$ cat config.mk
export PLATFORM = sky130hd
export DESIGN_NAME = kbd_event_scheduler
export DESIGN_NICKNAME = d
export VERILOG_FILES = /design/src/rtl/kbd_pkg.sv /design/src/rtl/kbd_event_fifo.sv /design/src/rtl/kbd_event_scheduler.sv
export SDC_FILE = /design/constraint.sdc
export NUM_CORES = 1
export LEC_CHECK = 0
export CAP_MARGIN = 10
export CORE_UTILIZATION = 40
export DETAILED_ROUTE_END_ITERATION = 16
export SKIP_CTS_REPAIR_TIMING = 1
export SKIP_LAST_GASP = 1
export SYNTH_ARGS = -nofsm -noshare
export SYNTH_HDL_FRONTEND = slang
export SYNTH_SLANG_ARGS = --single-unit
export TNS_END_PERCENT = 100
$ cat constraint.sdc
create_clock -name clk -period 3.05 [get_ports clk]
set_clock_uncertainty 0.15 [all_clocks]
set_input_delay 0.305 -clock clk [delete_from_list [all_inputs] [get_ports clk]]
set_output_delay 0.305 -clock clk [all_outputs]
set_load 0.02 [all_outputs]
$ cat src/rtl/kbd_pkg.sv
// Shared types and field layout for the keyboard/mouse event scheduler.
package kbd_pkg;

  localparam int KBD_EVENT_W  = 17;
  localparam int EV_MOUSE_BIT = 16;
  localparam int EV_DATA_W    = 16;

  typedef enum logic [1:0] {
    IDLE     = 2'd0,
    ACK      = 2'd1,
    WAIT_LOW = 2'd2
  } cap_state_e;

endpackage

$ cat src/rtl/kbd_event_fifo.sv
// Synchronous first-word-fall-through FIFO with flush and occupancy outputs.
module kbd_event_fifo
  import kbd_pkg::*;
#(
  parameter int DEPTH  = 4,
  parameter int ADDR_W = 2,
  parameter int WIDTH  = KBD_EVENT_W
) (
  input  logic              clk,
  input  logic              rst_n,
  input  logic              push,
  input  logic [WIDTH-1:0]  wdata,
  input  logic              pop,
  input  logic              flush,
  output logic [WIDTH-1:0]  rdata,
  output logic              full,
  output logic              empty,
  output logic [ADDR_W:0]   count,
  output logic [ADDR_W:0]   count_nxt
);

  logic [WIDTH-1:0]  mem_q [DEPTH];
  logic [ADDR_W-1:0] wr_ptr_q, wr_ptr_d;
  logic [ADDR_W-1:0] rd_ptr_q, rd_ptr_d;
  logic [ADDR_W:0]   count_q, count_d;
  logic              wr_en, rd_en;

  assign full  = (count_q == (ADDR_W+1)'(DEPTH));
  assign empty = (count_q == '0);

  // Flush wins over both ports; a pop in the same cycle makes room for a push.
  assign rd_en = pop & ~empty & ~flush;
  assign wr_en = push & ~flush & (~full | rd_en);

  always_comb begin
    wr_ptr_d = wr_ptr_q;
    rd_ptr_d = rd_ptr_q;
    count_d  = count_q;
    if (flush) begin
      wr_ptr_d = '0;
      rd_ptr_d = '0;
      count_d  = '0;
    end else begin
      if (wr_en) wr_ptr_d = wr_ptr_q + ADDR_W'(1);
      if (rd_en) rd_ptr_d = rd_ptr_q + ADDR_W'(1);
      count_d = count_q + (ADDR_W+1)'(wr_en) - (ADDR_W+1)'(rd_en);
    end
  end

  always_ff @(posedge clk or negedge rst_n) begin
    if (!rst_n) begin
      wr_ptr_q <= '0;
      rd_ptr_q <= '0;
      count_q  <= '0;
    end else begin
      wr_ptr_q <= wr_ptr_d;
      rd_ptr_q <= rd_ptr_d;
      count_q  <= count_d;
    end
  end

  always_ff @(posedge clk) begin
    if (wr_en) mem_q[wr_ptr_q] <= wdata;
  end

  assign rdata     = mem_q[rd_ptr_q];
  assign count     = count_q;
  assign count_nxt = count_d;

endmodule

$ cat src/rtl/kbd_event_scheduler.sv
// Keyboard/mouse receiver handshake sequencer feeding a tagged event FIFO with irq.
//   state    | meaning
//   IDLE     | waiting for kb_data_ready; captures the word on the edge it is seen
//   ACK      | kb_data_retrieved pulse for this single cycle
//   WAIT_LOW | holding until the receiver drops kb_data_ready
module kbd_event_scheduler
  import kbd_pkg::*;
#(
  parameter int DEPTH  = 4,
  parameter int ADDR_W = 2
) (
  input  logic              clk,
  input  logic              rst_n,
  input  logic              kb_data_ready,
  input  logic              kb_is_mouse,
  input  logic [15:0]       kb_data,
  output logic              kb_data_retrieved,
  output logic              ev_valid,
  output logic              ev_is_mouse,
  output logic [15:0]       ev_data,
  input  logic              ev_ack,
  input  logic              flush,
  input  logic              irq_en,
  output logic              irq,
  output logic              overflow,
  input  logic              overflow_clr,
  output logic [ADDR_W:0]   count
);

  cap_state_e             state_q, state_d;
  logic                   overflow_q, overflow_d;
  logic                   irq_q, irq_d;
  logic                   capture, drop, push, pop_ok;
  logic                   full, empty;
  logic [KBD_EVENT_W-1:0] head;
  logic [ADDR_W:0]        count_nxt;

  kbd_event_fifo #(
    .DEPTH (DEPTH),
    .ADDR_W(ADDR_W),
    .WIDTH (KBD_EVENT_W)
  ) u_fifo (
    .clk      (clk),
    .rst_n    (rst_n),
    .push     (push),
    .wdata    ({kb_is_mouse, kb_data}),
    .pop      (ev_ack),
    .flush    (flush),
    .rdata    (head),
    .full     (full),
    .empty    (empty),
    .count    (count),
    .count_nxt(count_nxt)
  );

  always_comb begin
    state_d           = state_q;
    capture           = 1'b0;
    kb_data_retrieved = 1'b0;
    case (state_q)
      IDLE: begin
        if (kb_data_ready) begin
          capture = 1'b1;
          state_d = ACK;
        end
      end
      ACK: begin
        kb_data_retrieved = 1'b1;
        state_d           = WAIT_LOW;
      end
      WAIT_LOW: begin
        if (!kb_data_ready) state_d = IDLE;
      end
      default: state_d = IDLE;
    endcase
  end

  assign pop_ok = ev_ack & ~empty;
  assign drop   = capture & full & ~pop_ok;
  assign push   = capture & ~drop;

  // A flush leaves the sticky overflow flag untouched, even if it races a drop.
  always_comb begin
    overflow_d = overflow_q;
    if (overflow_clr) overflow_d = 1'b0;
    if (drop && !flush) overflow_d = 1'b1;
    irq_d = irq_en & ((count_nxt != '0) | overflow_d);
  end

  always_ff @(posedge clk or negedge rst_n) begin
    if (!rst_n) begin
      state_q    <= IDLE;
      overflow_q <= 1'b0;
      irq_q      <= 1'b0;
    end else begin
      state_q    <= state_d;
      overflow_q <= overflow_d;
      irq_q      <= irq_d;
    end
  end

  assign ev_valid    = ~empty;
  assign ev_is_mouse = ev_valid & head[EV_MOUSE_BIT];
  assign ev_data     = ev_valid ? head[EV_DATA_W-1:0] : '0;
  assign overflow    = overflow_q;
  assign irq         = irq_q;

endmodule

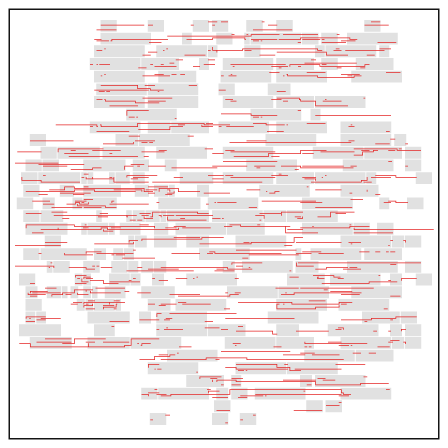
(images/met1.png)
share of all routed wire	46%
main direction	horizontal
longest straight run	26.2 um

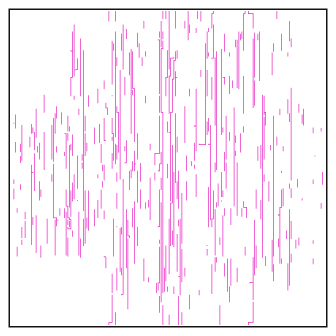
(images/met2.png)
longest straight run	52.4 um
share of all routed wire	48%
nets with wire on the layer	220

==> out/results.ini <==
[grt]
antenna_found_initial = 0
use_met2_pct = 22.4
grt_start_max_net_pins = 19
grt_overflow = 0
grt_pass1_wl_um = 8560
track_usage_pct = 14.0
grt_use_met1_pct = 18.4

[logic_synthesis]
yosys-top-cells-count = edfxtp_1, mux4_2, dfrtp_1, nor2b_1, inv_1
synthArstFlopShare_pct = 13.9
edf_count = 68
top_area_share_pct = 63.3
synth_nets = 198
yosysUniqueCellTypes = 31
ys_seq_share_pct = 71.8
ys_sh_adder_pct = 2.95
syn_inst = 167
simple_gate_area_share_pct = 7.44
ff_type = edfxtp_1
ys_warn_count = 0
syn_area_sq_mm = 0.00323
yosys_area_sq_mm = 0.00323
synth.most_common_cell = edfxtp_1
compound_area_share_pct = 2.40

[sta]
period_needed_ns = 2.84
tns_ns = 0
worst_pin_slew_ns = 0.615
post-route-period-util_pct = 93.0
holdWs_ns = 0.154
setup_viol_count_final = 0
fmax_mhz = 353
hold_violations = 0
fin_ws_ns = 0.213
rsz0062_at_grt = no

[setup_path]
worstSetupPathType = reg2out
worstSetupStartpointType = flip-flop
crit_required_ns = 2.59
crit_path_end_kind = output pin
cp_slowest_cell = dfrtp_1
cp.depth = 4
timing.rr.end = irq
r2r_cells = 10
worstPathBufferInverterCount = 2

[floorplan]
boundaryPins = 48
chipHeight_um = 91.8
coreArea_sq_mm = 0.00777
taps = 102
die_width_um = 91.8

[final_layout]
sh_seq_area_pct = 56.1
comb_area_sq_um = 841
nNonClkInverters = 9
regMostFlops = u_fifo.mem_q
antenna_cells = 0
comb_area_share_pct = 20.3
nClkBuffers = 9
final_cell_mix = edfxtp_1, clkdlybuf4s50_1, mux4_2
top_area_cell_class = registers
ff_latch_area_sq_mm = 0.00232
n_all_buffers = 57
buf_share_pct = 13.8
lay_top_count = edfxtp_1
final_area_sq_mm = 0.00413
layout-drive-gt1-share_pct = 20.1

[routing]
ant_nets = 0
wl_met2_um = 2570
wirelength_um = 5330
first_pass_iters = 4
top_layer = met4
dr.first_iter.drc_count = 68
wire_per_inst_um = 15.9

[power_and_ir_drop]
ir_worst_vdd_uv = 367
switching_power_w = 0.000986
p_total_w = 0.00340
power_frac_comb_pct = 33.6
pwr-share-seq_pct = 39.1

[placement]
dpl-instance-area_sq_mm = 0.00389
pre_cts_ws_ns = 0.139
place.gp.congestion = 0.766
dp_cells = 320
port-buffer-count = 47

[run]
cap_violations = 0

[clocking]
clockBufferDepth = 2
clkLatencyLatePin_ns = 0.34
h-tree-depth = 3

[status]
status = completed

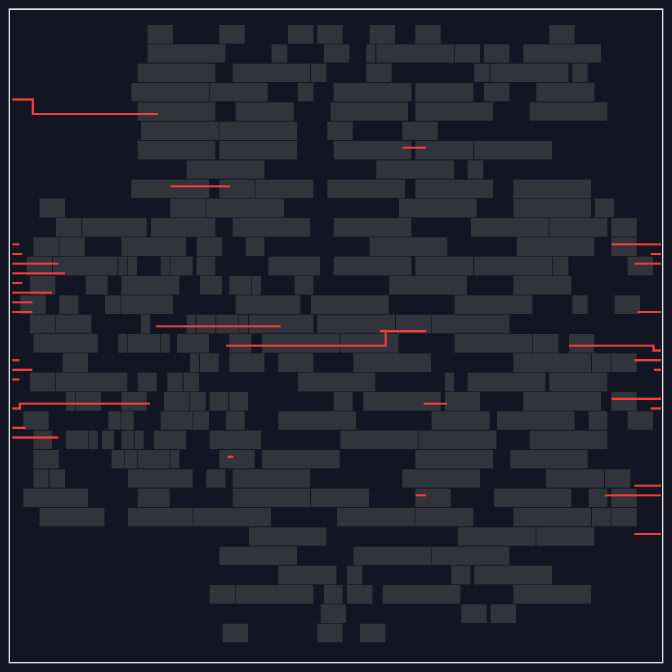
(images/met3.png)
nets with wire on the layer	28
wire length on this layer	197 um
longest straight run	22.3 um
main direction	horizontal

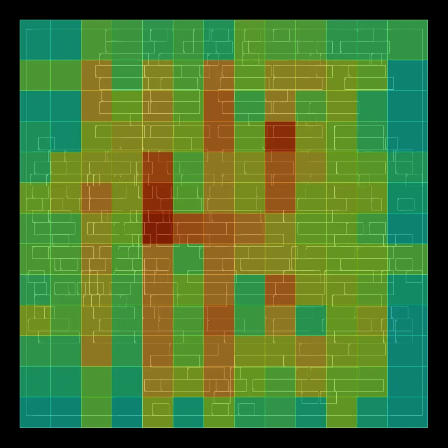
(images/final_congestion.png)
met3 usage: 2.82%
final core utilization: 53.2%

## worst max-delay path by stage
stage                            start    endpoint  slack (ns)
CTS                 u_fifo.rd_ptr_q[0]  ev_data[0]        0.18
floorplan              u_fifo.count[1]         irq        0.57
finish              u_fifo.rd_ptr_q[0]  ev_data[0]        0.21
global placement         kb_data_ready         irq        0.19
detailed placement       kb_data_ready         irq        0.14
global route        u_fifo.rd_ptr_q[0]  ev_data[4]        0.11
## power groups by stage
stage	logic, W	registers, W	clock network, W
floorplan	0.000676	0.00135	0
global placement	0.00116	0.00135	0
detailed placement	0.00116	0.00135	0
CTS	0.00116	0.00133	0.000941
global route	0.00124	0.00134	0.000981
finish	0.00114	0.00133	0.000928
No activity file was given, so power comes from the tool's default toggle rates.
